### config.mk
export PLATFORM = sky130hd
export DESIGN_NAME = dmem_port
export DESIGN_NICKNAME = d
export VERILOG_FILES = /design/src/rtl/dmem_port_pkg.sv /design/src/rtl/dmem_port_wq.sv /design/src/rtl/dmem_port.sv
export SDC_FILE = /design/constraint.sdc
export NUM_CORES = 1
export LEC_CHECK = 0
export CORE_MARGIN = 2
export CORE_UTILIZATION = 40
export DETAILED_ROUTE_END_ITERATION = 12
export PLACE_DENSITY = 0.75
export SYNTH_ARGS = -nofsm -noshare
export SYNTH_HDL_FRONTEND = slang
export SYNTH_SLANG_ARGS = --single-unit
### constraint.sdc
create_clock -name clk -period 5.6 [get_ports clk]
set_clock_uncertainty 0.15 [all_clocks]
set_input_delay 1.68 -clock clk [delete_from_list [all_inputs] [get_ports clk]]
set_output_delay 1.68 -clock clk [all_outputs]
set_load 0.03 [all_outputs]
### src/rtl/dmem_port_pkg.sv
// Shared constants for the data-memory port: bus widths and load FSM encodings.
package dmem_port_pkg;

    localparam int ADDR_LEN = 32;
    localparam int DATA_LEN = 32;

    typedef enum logic [1:0] {
        L_IDLE  = 2'd0,
        L_DRAIN = 2'd1,
        L_RD    = 2'd2,
        L_RESP  = 2'd3
    } ld_state_e;

endpackage

### src/rtl/dmem_port_wq.sv
// Write queue for retired stores: FIFO of {addr, data} with a youngest-match
// address lookup and a look-ahead view of the entry that will be head next cycle.
module dmem_wq
    import dmem_port_pkg::*;
#(
    parameter int WQ_DEPTH = 2,
    parameter int WQ_SEL   = 1
) (
    input  logic                clk,
    input  logic                rst_ni,
    input  logic                push_i,
    input  logic [ADDR_LEN-1:0] push_addr_i,
    input  logic [DATA_LEN-1:0] push_data_i,
    input  logic                pop_i,
    input  logic [ADDR_LEN-1:0] lookup_addr_i,
    output logic                hit_o,
    output logic [DATA_LEN-1:0] hit_data_o,
    output logic [WQ_SEL:0]     count_o,
    output logic [WQ_SEL:0]     count_next_o,
    output logic                head_valid_o,
    output logic [ADDR_LEN-1:0] head_addr_o,
    output logic [DATA_LEN-1:0] head_data_o
);

    localparam logic [WQ_SEL:0] FULL_CNT = (WQ_SEL + 1)'(WQ_DEPTH);

    logic [ADDR_LEN-1:0] addr_mem [WQ_DEPTH];
    logic [DATA_LEN-1:0] data_mem [WQ_DEPTH];

    logic [WQ_SEL-1:0] wr_ptr_q, wr_ptr_d;
    logic [WQ_SEL-1:0] rd_ptr_q, rd_ptr_d;
    logic [WQ_SEL:0]   count_q, count_d;
    logic [WQ_SEL:0]   remain;
    logic              push_ok, pop_ok;

    logic [WQ_SEL-1:0]   age_idx [WQ_DEPTH];
    logic [WQ_DEPTH-1:0] match_age;

    assign push_ok = push_i & ((count_q != FULL_CNT) | pop_i);
    assign pop_ok  = pop_i & (count_q != '0);

    always_comb begin
        wr_ptr_d = wr_ptr_q + WQ_SEL'(push_ok);
        rd_ptr_d = rd_ptr_q + WQ_SEL'(pop_ok);
        remain   = count_q - (WQ_SEL + 1)'(pop_ok);
        count_d  = remain + (WQ_SEL + 1)'(push_ok);
    end

    always_ff @(posedge clk or negedge rst_ni) begin
        if (!rst_ni) begin
            wr_ptr_q <= '0;
            rd_ptr_q <= '0;
            count_q  <= '0;
        end else begin
            wr_ptr_q <= wr_ptr_d;
            rd_ptr_q <= rd_ptr_d;
            count_q  <= count_d;
        end
    end

    // age_idx[k] is the k-th oldest slot; match_age is indexed by age, not slot
    for (genvar gi = 0; gi < WQ_DEPTH; gi++) begin : g_entry
        always_ff @(posedge clk) begin
            if (push_ok && (wr_ptr_q == WQ_SEL'(gi))) begin
                addr_mem[gi] <= push_addr_i;
                data_mem[gi] <= push_data_i;
            end
        end

        assign age_idx[gi]   = rd_ptr_q + WQ_SEL'(gi);
        assign match_age[gi] = ((WQ_SEL + 1)'(gi) < count_q) &&
                               (addr_mem[age_idx[gi]] == lookup_addr_i);
    end

    always_comb begin
        hit_o      = 1'b0;
        hit_data_o = '0;
        for (int k = 0; k < WQ_DEPTH; k++) begin
            if (match_age[k]) begin
                hit_o      = 1'b1;
                hit_data_o = data_mem[age_idx[k]];
            end
        end
    end

    // When the queue drains to nothing this cycle, an incoming store becomes
    // the head directly so it can be issued without a bubble.
    always_comb begin
        head_valid_o = (count_d != '0);
        if (remain == '0) begin
            head_addr_o = push_addr_i;
            head_data_o = push_data_i;
        end else begin
            head_addr_o = addr_mem[rd_ptr_d];
            head_data_o = data_mem[rd_ptr_d];
        end
    end

    assign count_o      = count_q;
    assign count_next_o = count_d;

endmodule

### src/rtl/dmem_port.sv
// Memory-side endpoint: queues retired stores, serves loads by forwarding or by
// reading data memory, and owns the single req/ack port to data memory.
module dmem_port
    import dmem_port_pkg::*;
#(
    parameter int WQ_DEPTH = 2,
    parameter int WQ_SEL   = 1
) (
    input  logic                clk,
    input  logic                reset,
    input  logic                prmiss,
    input  logic                st_we,
    input  logic [ADDR_LEN-1:0] st_addr,
    input  logic [DATA_LEN-1:0] st_data,
    output logic                memoccupy_ld,
    input  logic                ld_req,
    input  logic [ADDR_LEN-1:0] ld_addr,
    output logic                ld_rdy,
    output logic                ld_done,
    output logic [DATA_LEN-1:0] ld_data,
    output logic [ADDR_LEN-1:0] sb_ldaddr,
    input  logic                sb_hit,
    input  logic [DATA_LEN-1:0] sb_lddata,
    output logic                mem_req,
    output logic                mem_we,
    output logic [ADDR_LEN-1:0] mem_addr,
    output logic [DATA_LEN-1:0] mem_wdata,
    input  logic                mem_ack,
    input  logic [DATA_LEN-1:0] mem_rdata
);

    localparam logic [WQ_SEL:0] FULL_CNT = (WQ_SEL + 1)'(WQ_DEPTH);

    ld_state_e           state_q, state_d;
    logic                kill_q, kill_d;
    logic [ADDR_LEN-1:0] ld_addr_q, ld_addr_d;
    logic [DATA_LEN-1:0] ld_data_q, ld_data_d;
    logic                ld_done_q, ld_done_d;
    logic                ld_rdy_q, ld_rdy_d;
    logic                memoccupy_q, memoccupy_d;
    logic                mem_req_q, mem_req_d;
    logic                mem_we_q, mem_we_d;
    logic [ADDR_LEN-1:0] mem_addr_q, mem_addr_d;
    logic [DATA_LEN-1:0] mem_wdata_q, mem_wdata_d;

    logic                wq_push, wq_pop, wq_hit, wq_head_valid;
    logic [DATA_LEN-1:0] wq_hit_data, wq_head_data;
    logic [ADDR_LEN-1:0] wq_head_addr;
    logic [WQ_SEL:0]     wq_count, wq_count_next;
    logic                port_done, port_free, rd_ack, rd_issue;

    assign port_done = mem_req_q & mem_ack;
    assign port_free = ~mem_req_q | port_done;
    assign rd_ack    = port_done & ~mem_we_q;
    assign wq_pop    = port_done & mem_we_q;
    // A store arriving while memoccupy_ld is high is a protocol violation and is dropped
    assign wq_push   = st_we & ~memoccupy_q;

    dmem_wq #(
        .WQ_DEPTH(WQ_DEPTH),
        .WQ_SEL  (WQ_SEL)
    ) u_wq (
        .clk          (clk),
        .rst_ni       (reset),
        .push_i       (wq_push),
        .push_addr_i  (st_addr),
        .push_data_i  (st_data),
        .pop_i        (wq_pop),
        .lookup_addr_i(ld_addr),
        .hit_o        (wq_hit),
        .hit_data_o   (wq_hit_data),
        .count_o      (wq_count),
        .count_next_o (wq_count_next),
        .head_valid_o (wq_head_valid),
        .head_addr_o  (wq_head_addr),
        .head_data_o  (wq_head_data)
    );

    always_comb begin
        state_d   = state_q;
        kill_d    = kill_q | prmiss;
        ld_addr_d = ld_addr_q;
        ld_data_d = ld_data_q;
        rd_issue  = 1'b0;

        unique case (state_q)
            L_IDLE: begin
                kill_d = kill_q;
                if (ld_req) begin
                    ld_addr_d = ld_addr;
                    kill_d    = prmiss;
                    if (sb_hit) begin
                        ld_data_d = sb_lddata;
                        state_d   = L_RESP;
                    end else if (wq_hit) begin
                        ld_data_d = wq_hit_data;
                        state_d   = L_RESP;
                    end else begin
                        state_d   = L_DRAIN;
                    end
                end
            end
            L_DRAIN: begin
                if (kill_d) begin
                    state_d = L_IDLE;
                end else if ((wq_count == '0) && !mem_req_q) begin
                    rd_issue = 1'b1;
                    state_d  = L_RD;
                end
            end
            L_RD: begin
                if (rd_ack) begin
                    if (kill_d) begin
                        state_d = L_IDLE;
                    end else begin
                        ld_data_d = mem_rdata;
                        state_d   = L_RESP;
                    end
                end
            end
            L_RESP: begin
                state_d = L_IDLE;
            end
            default: state_d = L_IDLE;
        endcase

        ld_done_d   = (state_d == L_RESP) && !kill_d;
        ld_rdy_d    = (state_d == L_IDLE);
        memoccupy_d = (state_d != L_IDLE) || (wq_count_next == FULL_CNT);
    end

    // Reads win over writes; a pending load never overtakes queued stores
    // because L_DRAIN only issues once the queue is empty.
    always_comb begin
        mem_req_d   = mem_req_q & ~port_done;
        mem_we_d    = mem_we_q;
        mem_addr_d  = mem_addr_q;
        mem_wdata_d = mem_wdata_q;
        if (rd_issue) begin
            mem_req_d  = 1'b1;
            mem_we_d   = 1'b0;
            mem_addr_d = ld_addr_q;
        end else if (port_free && wq_head_valid && (state_q != L_RD)) begin
            mem_req_d   = 1'b1;
            mem_we_d    = 1'b1;
            mem_addr_d  = wq_head_addr;
            mem_wdata_d = wq_head_data;
        end
    end

    always_ff @(posedge clk or negedge reset) begin
        if (!reset) begin
            state_q     <= L_IDLE;
            kill_q      <= 1'b0;
            ld_addr_q   <= '0;
            ld_data_q   <= '0;
            ld_done_q   <= 1'b0;
            ld_rdy_q    <= 1'b1;
            memoccupy_q <= 1'b0;
            mem_req_q   <= 1'b0;
            mem_we_q    <= 1'b0;
            mem_addr_q  <= '0;
            mem_wdata_q <= '0;
        end else begin
            state_q     <= state_d;
            kill_q      <= kill_d;
            ld_addr_q   <= ld_addr_d;
            ld_data_q   <= ld_data_d;
            ld_done_q   <= ld_done_d;
            ld_rdy_q    <= ld_rdy_d;
            memoccupy_q <= memoccupy_d;
            mem_req_q   <= mem_req_d;
            mem_we_q    <= mem_we_d;
            mem_addr_q  <= mem_addr_d;
            mem_wdata_q <= mem_wdata_d;
        end
    end

    assign memoccupy_ld = memoccupy_q;
    assign ld_rdy       = ld_rdy_q;
    assign ld_done      = ld_done_q;
    assign ld_data      = ld_data_q;
    assign sb_ldaddr    = ld_addr;
    assign mem_req      = mem_req_q;
    assign mem_we       = mem_we_q;
    assign mem_addr     = mem_addr_q;
    assign mem_wdata    = mem_wdata_q;

endmodule

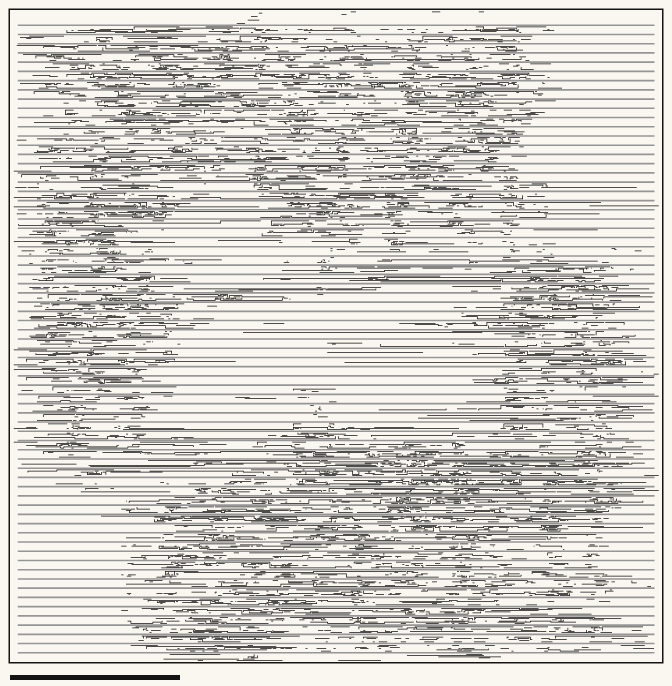
Fig. 1. Met1 routing (run 1).
The bar under the picture is 50 µm long. Supply wires on this layer in grey.
- longest straight run: 70.4 µm
- nets with wire on the layer: 1508
- main direction: horizontal
- wire length on this layer: 18600 µm

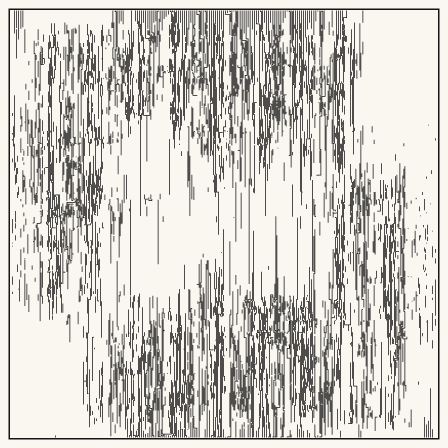
Fig. 2. The metal 2 layer (run 1).
- wire length on this layer: 20.4 mm
- share of all routed wire: 47%

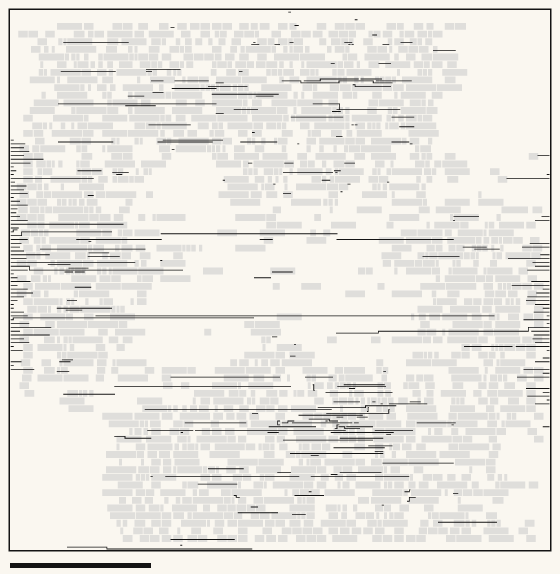
Fig. 3. Metal 3 (run 1).
The bar under the picture is 50 µm long. Cells faint in the background.
- longest straight run: 142 µm
- main direction: horizontal
- nets with wire on the layer: 207

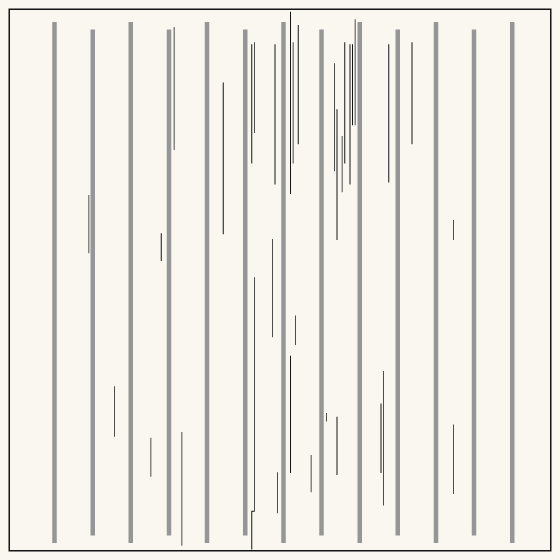
Fig. 4. Met4 routing (run 1).
Supply wires on this layer in grey.
- wire length on this layer: 1160 µm
- share of all routed wire: 2.7%
- longest straight run: 83.1 µm
- main direction: vertical
- nets with wire on the layer: 25

==> flow_summary.json, run 1 <==
{
  "viasPerCell": 5.59,
  "p_leak_nw": 6.94,
  "io_buffer_count": 299,
  "critPathArrivalTime_ns": 3.06,
  "peakVddDrop_v": 0.000350,
  "cts_resized": 0,
  "path_common_cell": "clkdlybuf4s50_1",
  "crit_path_max_fanout": 4,
  "numSynthFlops": 268,
  "grt_pass1_vias": 10800,
  "synth.area.top_cells": "edfxtp_1 27%, dfrtp_1 25%, mux2i_1 9.1%",
  "core_area_um2": 34700,
  "vias": 11000,
  "dieArea_um2": 36900,
  "place_congestion": 0.876,
  "setup_viol_count_final": 0,
  "htreeDepth": 1,
  "drv_cap": 0,
  "yosysUniqueCellTypes": 52,
  "yosysSeqAreaShare": 0.519,
  "path_delay_family": "buffers and inverters",
  "clock.latency.late_pin_ns": 0.56,
  "async_reset_ff_frac": 0.522,
  "status": "complete, no violations",
  "cts_tree": "yes",
  "slowest_stage": "clkdlybuf4s50_1",
  "track_usage": 0.227,
  "max_stage_delay_ns": 0.74,
  "wirelength_um": 43000,
  "grt_pass1_wl_um": 64200,
  "synthCells": 1259,
  "die_w_um": 192
}
[run 1: registers in the layout, summed over array words and instances, names as in the netlist]
signal,count
mem_we,1
u_wq.count_o,2
u_wq.addr_mem,64
memoccupy_ld,1
ld_addr_q,32
ld_rdy,1
state_q,2
u_wq.data_mem,64
u_wq.wr_ptr_q,1
mem_req,1
mem_addr,32
ld_data,32
u_wq.rd_ptr_q,1
kill_q,1
ld_done,1
mem_wdata,32
[run 1: where the power goes]
| part | internal (mW) | leakage (nW) | switching (mW) |
|---|---|---|---|
| registers | 2.78 | 2.84 | 0.494 |
| clock network | 1.12 | 0.450 | 0.784 |
| logic | 2.34 | 3.65 | 3.38 |
| total | 6.25 | 6.94 | 4.66 |
[run 1: routing by layer]
metal  track usage  up-vias  share of wire
li1              -     5072              -
met1         0.315     5458           0.43
met2         0.366      410           0.47
met3        0.0373       80          0.068
met4        0.0684        0          0.027
met5             0        -              0
[run 1: through the flow]
step / setup WS, ns / hold slack [ns] / instance area, µm² / power [mW] / utilization
floorplan: 1.21 / 0.331 / 14200 / 6.95 / -
global placement: 0.719 / 0.313 / 17400 / 8.89 / 0.501
detailed placement: 0.720 / 0.323 / 17400 / 9.01 / 0.501
CTS: 0.718 / 0.338 / 18300 / 11.0 / 0.528
global route: 0.698 / 0.355 / 18300 / 11.5 / 0.528
finish: 0.707 / 0.334 / 18300 / 10.9 / 0.528
[run 1: final timing paths]
path,slack [ns],to,cells past startpoint,start
setup reg to reg,1.58,ld_data[31]$_DFFE_PN0P_,10,u_wq.rd_ptr_q$_DFF_PN0_
hold reg to reg,0.33,mem_wdata[22]$_DFFE_PN0P_,2,mem_wdata[22]$_DFFE_PN0P_
hold / removal,0.33,mem_wdata[22]$_DFFE_PN0P_,2,mem_wdata[22]$_DFFE_PN0P_
setup / recovery,0.71,sb_ldaddr[7],2,ld_addr[7]
max in group asynchronous,3.22,mem_addr[7]$_DFFE_PN0P_,2,reset
min in group asynchronous,1.06,ld_data[6]$_DFFE_PN0P_,1,reset
[run 1: cell usage in the layout, fill, tap and decap left out, types with 19 or more instances in the layout]
| cell | n |
|---|---|
| mux2i_1 | 129 |
| nand2_1 | 72 |
| nand3b_1 | 33 |
| a21oi_1 | 96 |
| nor4_1 | 19 |
| clkbuf_16 | 31 |
| xnor2_1 | 57 |
| mux2_2 | 82 |
| a31oi_1 | 32 |
| o21ai_0 | 97 |
| a211oi_1 | 32 |
| nor2_1 | 70 |
| nand3_1 | 57 |
| clkdlybuf4s50_1 | 298 |
| dfrtp_1 | 138 |
| edfxtp_1 | 128 |
[run 1: logic make-up (layout without fill, tap and decap cells)]
kind of cell	Yosys count	count (layout)	synth area share
AOI/OAI and AO/OA	272	272	0.109
other	0	1	0
buffers and inverters	133	391	0.0528
muxes	225	225	0.167
adders and majority gates	4	4	0.00353
xor gates and xnor gates	67	67	0.0414
DFF	268	268	0.519
and+or+nand+nor	290	290	0.107
[run 1: cell type report]
type,instances,area (µm²),area share
sequential,268,7350,0.401
tap,455,569,0.0310
multi-input combinational,858,6140,0.335
clock buffer,48,850,0.0463
clock inverter,8,93.8,0.00512
antenna,1,2.50,0.000136
timing repair buffer,324,3290,0.180
inverter,11,41.3,0.00225
==> run 1 -> run 2 <==
--- a/config.mk
+++ b/config.mk
@@ -5,10 +5,9 @@
 export SDC_FILE = /design/constraint.sdc
 export NUM_CORES = 1
 export LEC_CHECK = 0
-export CORE_MARGIN = 2
-export CORE_UTILIZATION = 40
+export CORE_UTILIZATION = 30
 export DETAILED_ROUTE_END_ITERATION = 12
-export PLACE_DENSITY = 0.75
+export PLACE_DENSITY = 0.62
 export SYNTH_ARGS = -nofsm -noshare
 export SYNTH_HDL_FRONTEND = slang
 export SYNTH_SLANG_ARGS = --single-unit
==> run 2 against run 1 <==
Highest routed layer is now met5. Total power grew 2.5%. Synthesized area is the same. Wire length grew 5.0%. Non-clock buffer count shrank 2. Final cell count grew 8.2%. Hold slack lost 0.0049 ns. Register-to-register slack gained 0.08 ns. Final area grew 1.9%. First-iteration DRC count shrank 7.0%. Clock power grew 17%. Critical path depth is the same.
==> flow_summary.json, run 2 <==
{
  "worstSetupStartpointType": "input pin",
  "numSynthFlops": 268,
  "core_area_um2": 46600,
  "htreeDepth": 2,
  "largestRegisters": "u_wq.addr_mem x64, u_wq.data_mem x64",
  "setup_viol_count_final": 0,
  "yosysUniqueCellTypes": 52,
  "max_stage_delay_ns": 0.77,
  "nFillCells": 4407,
  "drv_cap": 0,
  "synth.area.top_cells": "edfxtp_1 27%, dfrtp_1 25%, mux2i_1 9.1%",
  "syn_area_um2": 14200,
  "p_per_area_nw_per_um2": 598,
  "status": "complete, no violations",
  "hold_class": "flip-flop to flip-flop",
  "vias": 10900,
  "p_leak_nw": 7.02,
  "lay_top_cells": "298 x clkdlybuf4s50_1, 138 x dfrtp_1, 129 x mux2i_1",
  "cts_tree": "yes",
  "peakVddDrop_v": 0.000441,
  "edf_count": 128,
  "die_w_um": 219,
  "dieArea_um2": 48100,
  "wirelength_um": 45100,
  "io_buffer_count": 299,
  "synthCells": 1259,
  "grt_pass1_wl_um": 66900,
  "detailed_place_hpwl_um": 29800,
  "lay_top_count": "clkdlybuf4s50_1",
  "place_congestion": 0.830,
  "crit_path_max_fanout": 4,
  "cts_resized": 0,
  "yosysSeqAreaShare": 0.519,
  "slowest_stage": "clkdlybuf4s50_1",
  "utilization": 0.402,
  "synth.net_count": 1430,
  "viasPerCell": 5.09,
  "grt_pass1_vias": 10700,
  "total_power_mw": 11.2,
  "track_usage": 0.185,
  "path_common_cell": "clkdlybuf4s50_1",
  "rsz0062_at_grt": "false",
  "crit_required_ns": 3.77,
  "async_reset_ff_frac": 0.522,
  "cp_num_buf_inv": 2,
  "path_delay_family": "buffers and inverters",
  "finalHoldViolCount": 0,
  "critPathArrivalTime_ns": 3.10,
  "fmax_mhz": 203
}
## run 2: cell counts after synthesis
Identical to the previous run, type by type.
## run 2: stage by stage
step | instances | hold WS (ns) | setup WS [ns] | instance area (µm²)
floorplan | 1259 | 0.331 | 1.21 | 14200
global placement | 2066 | 0.318 | 0.642 | 17500
detailed placement | 2066 | 0.319 | 0.664 | 17500
CTS | 2128 | 0.332 | 0.653 | 18700
global route | 2132 | 0.349 | 0.615 | 18700
finish | 2134 | 0.329 | 0.666 | 18700
## run 2: logic make-up after synthesis
logic type	after synthesis	synth area share
XOR/XNOR	67	0.0414
adder cells (fa/ha/maj)	4	0.00353
multiplexers	225	0.167
AND-OR/OR-AND	272	0.109
AND/OR/NAND/NOR	290	0.107
flip-flops	268	0.519
buffers and inverters	133	0.0528
## run 2: worst paths after layout
kind	start	slack, ns	cells past startpoint	end
worst min register to register	mem_wdata[21]$_DFFE_PN0P_	0.33	2	mem_wdata[21]$_DFFE_PN0P_
worst max-delay path	ld_addr[4]	0.67	2	sb_ldaddr[4]
worst min-delay path	mem_wdata[21]$_DFFE_PN0P_	0.33	2	mem_wdata[21]$_DFFE_PN0P_
max in group asynchronous	reset	3.20	2	mem_addr[16]$_DFFE_PN0P_
min in group asynchronous	reset	1.07	1	ld_data[4]$_DFFE_PN0P_
worst max register to register	u_wq.rd_ptr_q$_DFF_PN0_	1.66	10	ld_data[31]$_DFFE_PN0P_
## run 2: where the power goes
part / leakage [nW] / switching [mW] / total (mW) / internal (mW)
Clock: 0.550 / 0.896 / 2.24 / 1.34
Combinational: 3.63 / 3.39 / 5.68 / 2.29
Sequential: 2.84 / 0.476 / 3.26 / 2.78
## run 2: routing by layer
metal / vias to the layer above / part of all wire / global-route usage
met5: - / 0.00029 / 0
met1: 5422 / 0.45 / 0.250
met4: 2 / 0.023 / 0.0593
met2: 288 / 0.47 / 0.295
met3: 62 / 0.050 / 0.0360
li1: 5085 / - / -
## run 2: layout make-up
class | instances | area (µm²) | share of cell area
flip-flops and latches | 268 | 7350 | 0.393
multi-input cells | 858 | 6140 | 0.328
repair buffers | 322 | 3250 | 0.174
clock buffers | 46 | 990 | 0.0529
well taps | 607 | 759 | 0.0406
clock inverters | 16 | 143 | 0.00763
inverters | 11 | 41.3 | 0.00221
diodes | 6 | 15.0 | 0.000803
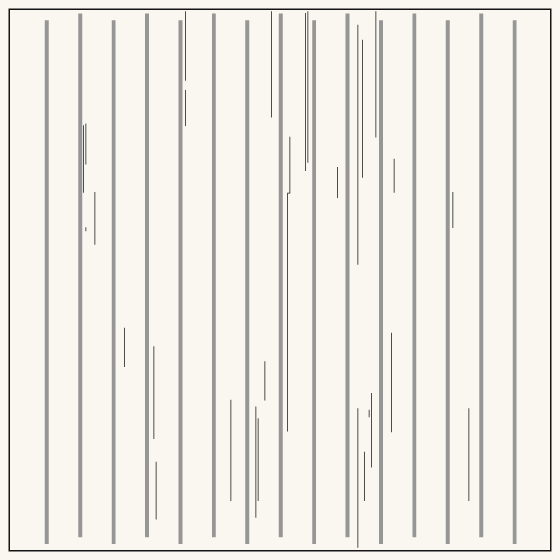
Fig. 5. Met4 routing (run 2).
Supply wires on this layer in grey.
- main direction: vertical
- share of all routed wire: 2.3%
- nets with wire on the layer: 19

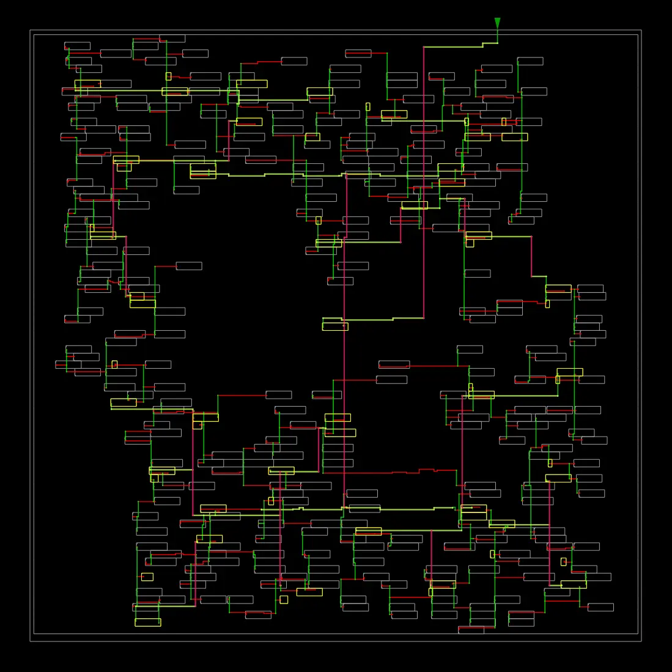
Fig. 6. Clock wiring as the flow saved it (run 2).
Clk power: 2.24 mW
clock buffer count: 46
Latency at later pin: 0.55 ns

Power and IR drop assume default switching activity.
